Figure 1. Signal wires on met1.
The bar under the picture is 100 µm long. Supply wires on this layer in gray.
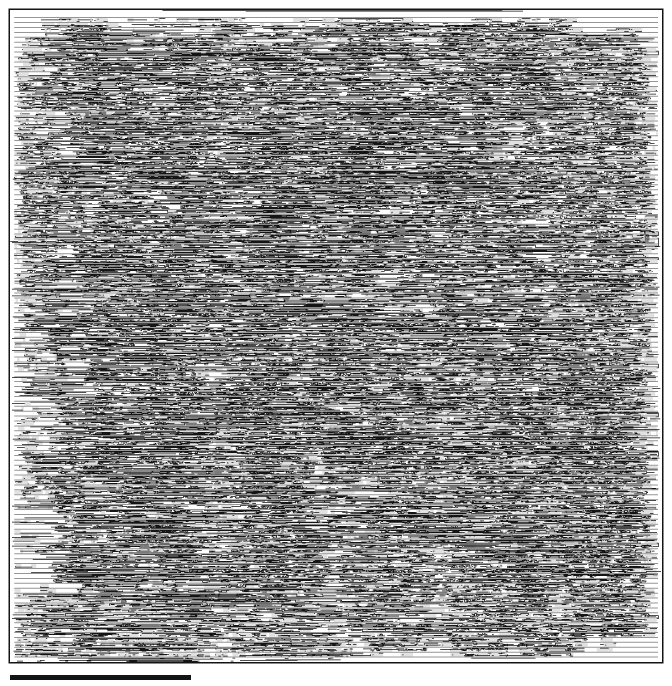
Figure 2. Wires at chosen ports, followed through buffers.
The bar under the picture is 100 µm long.
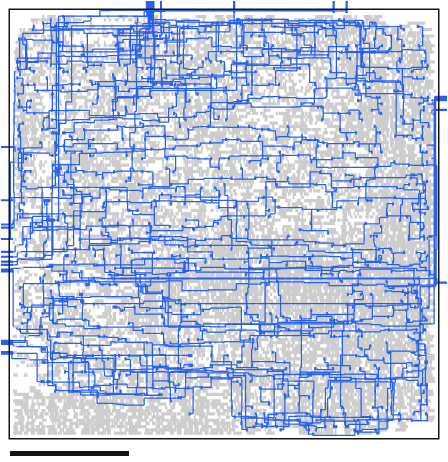
--- config.mk ---
export PLATFORM = sky130hd
export DESIGN_NAME = decode_stage_flat
export DESIGN_NICKNAME = d
export VERILOG_FILES = /design/src/rtl/decode_stage_if.sv /design/src/rtl/decode_stage.sv /design/src/flat_wrapper.sv
export SDC_FILE = /design/constraint.sdc
export NUM_CORES = 2
export LEC_CHECK = 0
export CAP_MARGIN = 30
export CORE_MARGIN = 2
export CORE_UTILIZATION = 45
export DETAILED_ROUTE_END_ITERATION = 8
export GPL_TIMING_DRIVEN = 1
export PLACE_DENSITY = 0.69
export SLEW_MARGIN = 10
export SYNTH_ARGS = -nofsm -noshare
export SYNTH_HDL_FRONTEND = slang
export SYNTH_SLANG_ARGS = --single-unit
--- constraint.sdc ---
create_clock -name clk -period 3.01 [get_ports clk]
set_clock_uncertainty 0.15 [all_clocks]
set_input_delay 0.602 -clock clk [delete_from_list [all_inputs] [get_ports clk]]
set_output_delay 0.602 -clock clk [all_outputs]
set_load 0.01 [all_outputs]
--- src/rtl/decode_stage_if.sv ---
// Bundle of the fetch-side, write-back and decode-output signals of the decode stage.
// master drives the fetch/write-back inputs; slave is the decode stage itself.
interface decode_stage_if #(
  parameter int WIDTH = 32
);
  logic [31:0]      ins_in;
  logic [31:0]      pcp4_in;
  logic             in_valid;
  logic             stall;
  logic             flush;
  logic             wb_en;
  logic [4:0]       wb_addr;
  logic [WIDTH-1:0] wb_data;

  logic             out_valid;
  logic [31:0]      ins;
  logic [31:0]      pcp4;
  logic [4:0]       rs;
  logic [4:0]       rt;
  logic [4:0]       rd;
  logic [WIDTH-1:0] rd1;
  logic [WIDTH-1:0] rd2;
  logic [WIDTH-1:0] imm;
  logic [31:0]      jtarget;

  modport master (
    output ins_in, pcp4_in, in_valid, stall, flush, wb_en, wb_addr, wb_data,
    input  out_valid, ins, pcp4, rs, rt, rd, rd1, rd2, imm, jtarget
  );

  modport slave (
    input  ins_in, pcp4_in, in_valid, stall, flush, wb_en, wb_addr, wb_data,
    output out_valid, ins, pcp4, rs, rt, rd, rd1, rd2, imm, jtarget
  );
endinterface

--- src/rtl/decode_stage.sv ---
// MIPS-style instruction decode: IF/ID pipeline register with stall/flush, register file
// with write-through bypass from write-back, and immediate / jump-target extraction.
module decode_stage #(
  parameter int WIDTH = 32,
  parameter int NREG  = 32
) (
  input  logic           clk,
  input  logic           rst,
  decode_stage_if.slave  bus
);

  logic             valid_q, valid_d;
  logic [31:0]      ins_q, ins_d;
  logic [31:0]      pcp4_q, pcp4_d;
  logic [WIDTH-1:0] regs_q [NREG];
  logic [WIDTH-1:0] regs_d [NREG];

  logic [4:0]       rs, rt, rd;
  logic             wb_write;
  logic             byp_rs, byp_rt;
  logic [WIDTH-1:0] rf_rs, rf_rt;

  // Flush beats stall; a bubble still captures ins_in verbatim when in_valid is low.
  always_comb begin
    valid_d = valid_q;
    ins_d   = ins_q;
    pcp4_d  = pcp4_q;
    if (bus.flush) begin
      valid_d = 1'b0;
      ins_d   = '0;
      pcp4_d  = '0;
    end else if (!bus.stall) begin
      valid_d = bus.in_valid;
      ins_d   = bus.ins_in;
      pcp4_d  = bus.pcp4_in;
    end
  end

  assign wb_write = bus.wb_en && (bus.wb_addr != 5'd0) && !rst;

  always_comb begin
    for (int i = 0; i < NREG; i++) begin
      regs_d[i] = regs_q[i];
    end
    for (int i = 1; i < NREG; i++) begin
      if (wb_write && (bus.wb_addr == 5'(i))) begin
        regs_d[i] = bus.wb_data;
      end
    end
    regs_d[0] = '0;
  end

  always_ff @(posedge clk) begin
    if (rst) begin
      valid_q <= 1'b0;
      ins_q   <= '0;
      pcp4_q  <= '0;
      for (int i = 0; i < NREG; i++) begin
        regs_q[i] <= '0;
      end
    end else begin
      valid_q <= valid_d;
      ins_q   <= ins_d;
      pcp4_q  <= pcp4_d;
      for (int i = 0; i < NREG; i++) begin
        regs_q[i] <= regs_d[i];
      end
    end
  end

  assign rs = ins_q[25:21];
  assign rt = ins_q[20:16];
  assign rd = ins_q[15:11];

  // Register 0 is never selected, so it reads as zero regardless of its flop contents.
  always_comb begin
    rf_rs = '0;
    rf_rt = '0;
    for (int i = 1; i < NREG; i++) begin
      if (rs == 5'(i)) rf_rs = regs_q[i];
      if (rt == 5'(i)) rf_rt = regs_q[i];
    end
  end

  assign byp_rs = bus.wb_en && (bus.wb_addr != 5'd0) && (bus.wb_addr == rs);
  assign byp_rt = bus.wb_en && (bus.wb_addr != 5'd0) && (bus.wb_addr == rt);

  assign bus.out_valid = valid_q;
  assign bus.ins       = ins_q;
  assign bus.pcp4      = pcp4_q;
  assign bus.rs        = rs;
  assign bus.rt        = rt;
  assign bus.rd        = rd;
  assign bus.rd1       = byp_rs ? bus.wb_data : rf_rs;
  assign bus.rd2       = byp_rt ? bus.wb_data : rf_rt;
  assign bus.imm       = {{(WIDTH-16){ins_q[15]}}, ins_q[15:0]};
  assign bus.jtarget   = {pcp4_q[31:28], ins_q[25:0], 2'b00};

endmodule

--- src/flat_wrapper.sv ---
// flat-port wrapper written by rule: the top's interface ports become plain ports
module decode_stage_flat 
#(
  parameter int WIDTH = 32,
  parameter int NREG  = 32
)
  (clk, rst, bus_ins_in, bus_pcp4_in, bus_in_valid, bus_stall, bus_flush, bus_wb_en, bus_wb_addr, bus_wb_data, bus_out_valid, bus_ins, bus_pcp4, bus_rs, bus_rt, bus_rd, bus_rd1, bus_rd2, bus_imm, bus_jtarget);
  decode_stage_if #(.WIDTH(WIDTH)) bus_i ();
  input  logic clk;
  input  logic rst;
  input wire logic [$bits(bus_i.ins_in)-1:0] bus_ins_in;
  input wire logic [$bits(bus_i.pcp4_in)-1:0] bus_pcp4_in;
  input wire logic [$bits(bus_i.in_valid)-1:0] bus_in_valid;
  input wire logic [$bits(bus_i.stall)-1:0] bus_stall;
  input wire logic [$bits(bus_i.flush)-1:0] bus_flush;
  input wire logic [$bits(bus_i.wb_en)-1:0] bus_wb_en;
  input wire logic [$bits(bus_i.wb_addr)-1:0] bus_wb_addr;
  input wire logic [$bits(bus_i.wb_data)-1:0] bus_wb_data;
  output wire logic [$bits(bus_i.out_valid)-1:0] bus_out_valid;
  output wire logic [$bits(bus_i.ins)-1:0] bus_ins;
  output wire logic [$bits(bus_i.pcp4)-1:0] bus_pcp4;
  output wire logic [$bits(bus_i.rs)-1:0] bus_rs;
  output wire logic [$bits(bus_i.rt)-1:0] bus_rt;
  output wire logic [$bits(bus_i.rd)-1:0] bus_rd;
  output wire logic [$bits(bus_i.rd1)-1:0] bus_rd1;
  output wire logic [$bits(bus_i.rd2)-1:0] bus_rd2;
  output wire logic [$bits(bus_i.imm)-1:0] bus_imm;
  output wire logic [$bits(bus_i.jtarget)-1:0] bus_jtarget;
  assign bus_i.ins_in = bus_ins_in;
  assign bus_i.pcp4_in = bus_pcp4_in;
  assign bus_i.in_valid = bus_in_valid;
  assign bus_i.stall = bus_stall;
  assign bus_i.flush = bus_flush;
  assign bus_i.wb_en = bus_wb_en;
  assign bus_i.wb_addr = bus_wb_addr;
  assign bus_i.wb_data = bus_wb_data;
  assign bus_out_valid = bus_i.out_valid;
  assign bus_ins = bus_i.ins;
  assign bus_pcp4 = bus_i.pcp4;
  assign bus_rs = bus_i.rs;
  assign bus_rt = bus_i.rt;
  assign bus_rd = bus_i.rd;
  assign bus_rd1 = bus_i.rd1;
  assign bus_rd2 = bus_i.rd2;
  assign bus_imm = bus_i.imm;
  assign bus_jtarget = bus_i.jtarget;
  decode_stage #(.WIDTH(WIDTH), .NREG(NREG)) u_core (.clk(clk), .rst(rst), .bus(bus_i));
endmodule
==> out/qor.txt <==
Critical R2R Launch: u_core.bus.ins[21]
status: finished with violations
ys flops: 1,057
most used routing layer: met2
nets: 9,497
Post-CTS Setup Bufs: 199
Placed Instance Area: 0.0724 mm²
Critical Path RT: 2260 ps
Logic pwr share: 12.1%
clk slew on worst S/H paths: 70 ps
DRC viols: 2
Crit Path Class: reg -> out
Slew Limit Headroom: 13.1%
WL met3: 59,100 µm
top cells by area: dfxtp_1 37%, nand2_1 15%, a21oi_1 11%
Non-clock buffering overhead: 25.2%
synth warn: 0
final worst slack: -1540 ps
FMAX: 220 MHz
CTS tree: built
worst hold start: bus_wb_data[12]
most instantiated cells after synthesis: 2,275 x nand2_1, 1,303 x a21oi_1, 1,057 x dfxtp_1
Reg2Reg Depth: 5
combinational share of cell area: 42.2%
Async SR Flop Fraction: 0%
critical-path cell list: buf_8 > buf_6 > nand2b_4 > buf_12 > nor2_4 > buf_12 > buf_6 > a222oi_1 > a31oi_2 > o32a_1 > buf_2
fin crit share: 151%
fp_density: 45.4%
Crit. Startpoint: u_core.bus.ins[21]
count of final setup violators: 64
critical path depth: 11
clock group share of total power: 47.3%
CTS Sinks: 1,057
die height: 361 µm
yosys simple share: 23.2%
Non-CTS buffers: 2,164
Met1 Wirelength: 128,000 µm
slowest CP cell: a222oi_1
dpl cells: 10,600
area growth from synthesis to layout: 48.5%
die area: 0.130 mm²
Seq. cell area: 0.0212 mm²
max cap viols: 0
failing checks: DRC, setup timing
most numerous logic cells after layout: 2,239 x nand2_1, 1,322 x buf_4, 1,248 x a21oi_1
CTS Hold Bufs: 1
first-pass GRT wire length: 494,000 µm
About Figure 1:
wire length on this layer: 128 mm
nets with wire on the layer: 8,967
main direction: horizontal
share of all routed wire: 36%
routing usage on met1: 66.0%
vias: 74,500
total wire length: 356,000 µm

About Figure 2:
legend:
  `bus_wb_data`:
    color: blue
    direction: input
    end_cells: 1,058
    wire: 26.1 mm
port bufs: 312
boundary pin count: 315

Power figures rest on the tool's default switching activity, not on a simulated workload.
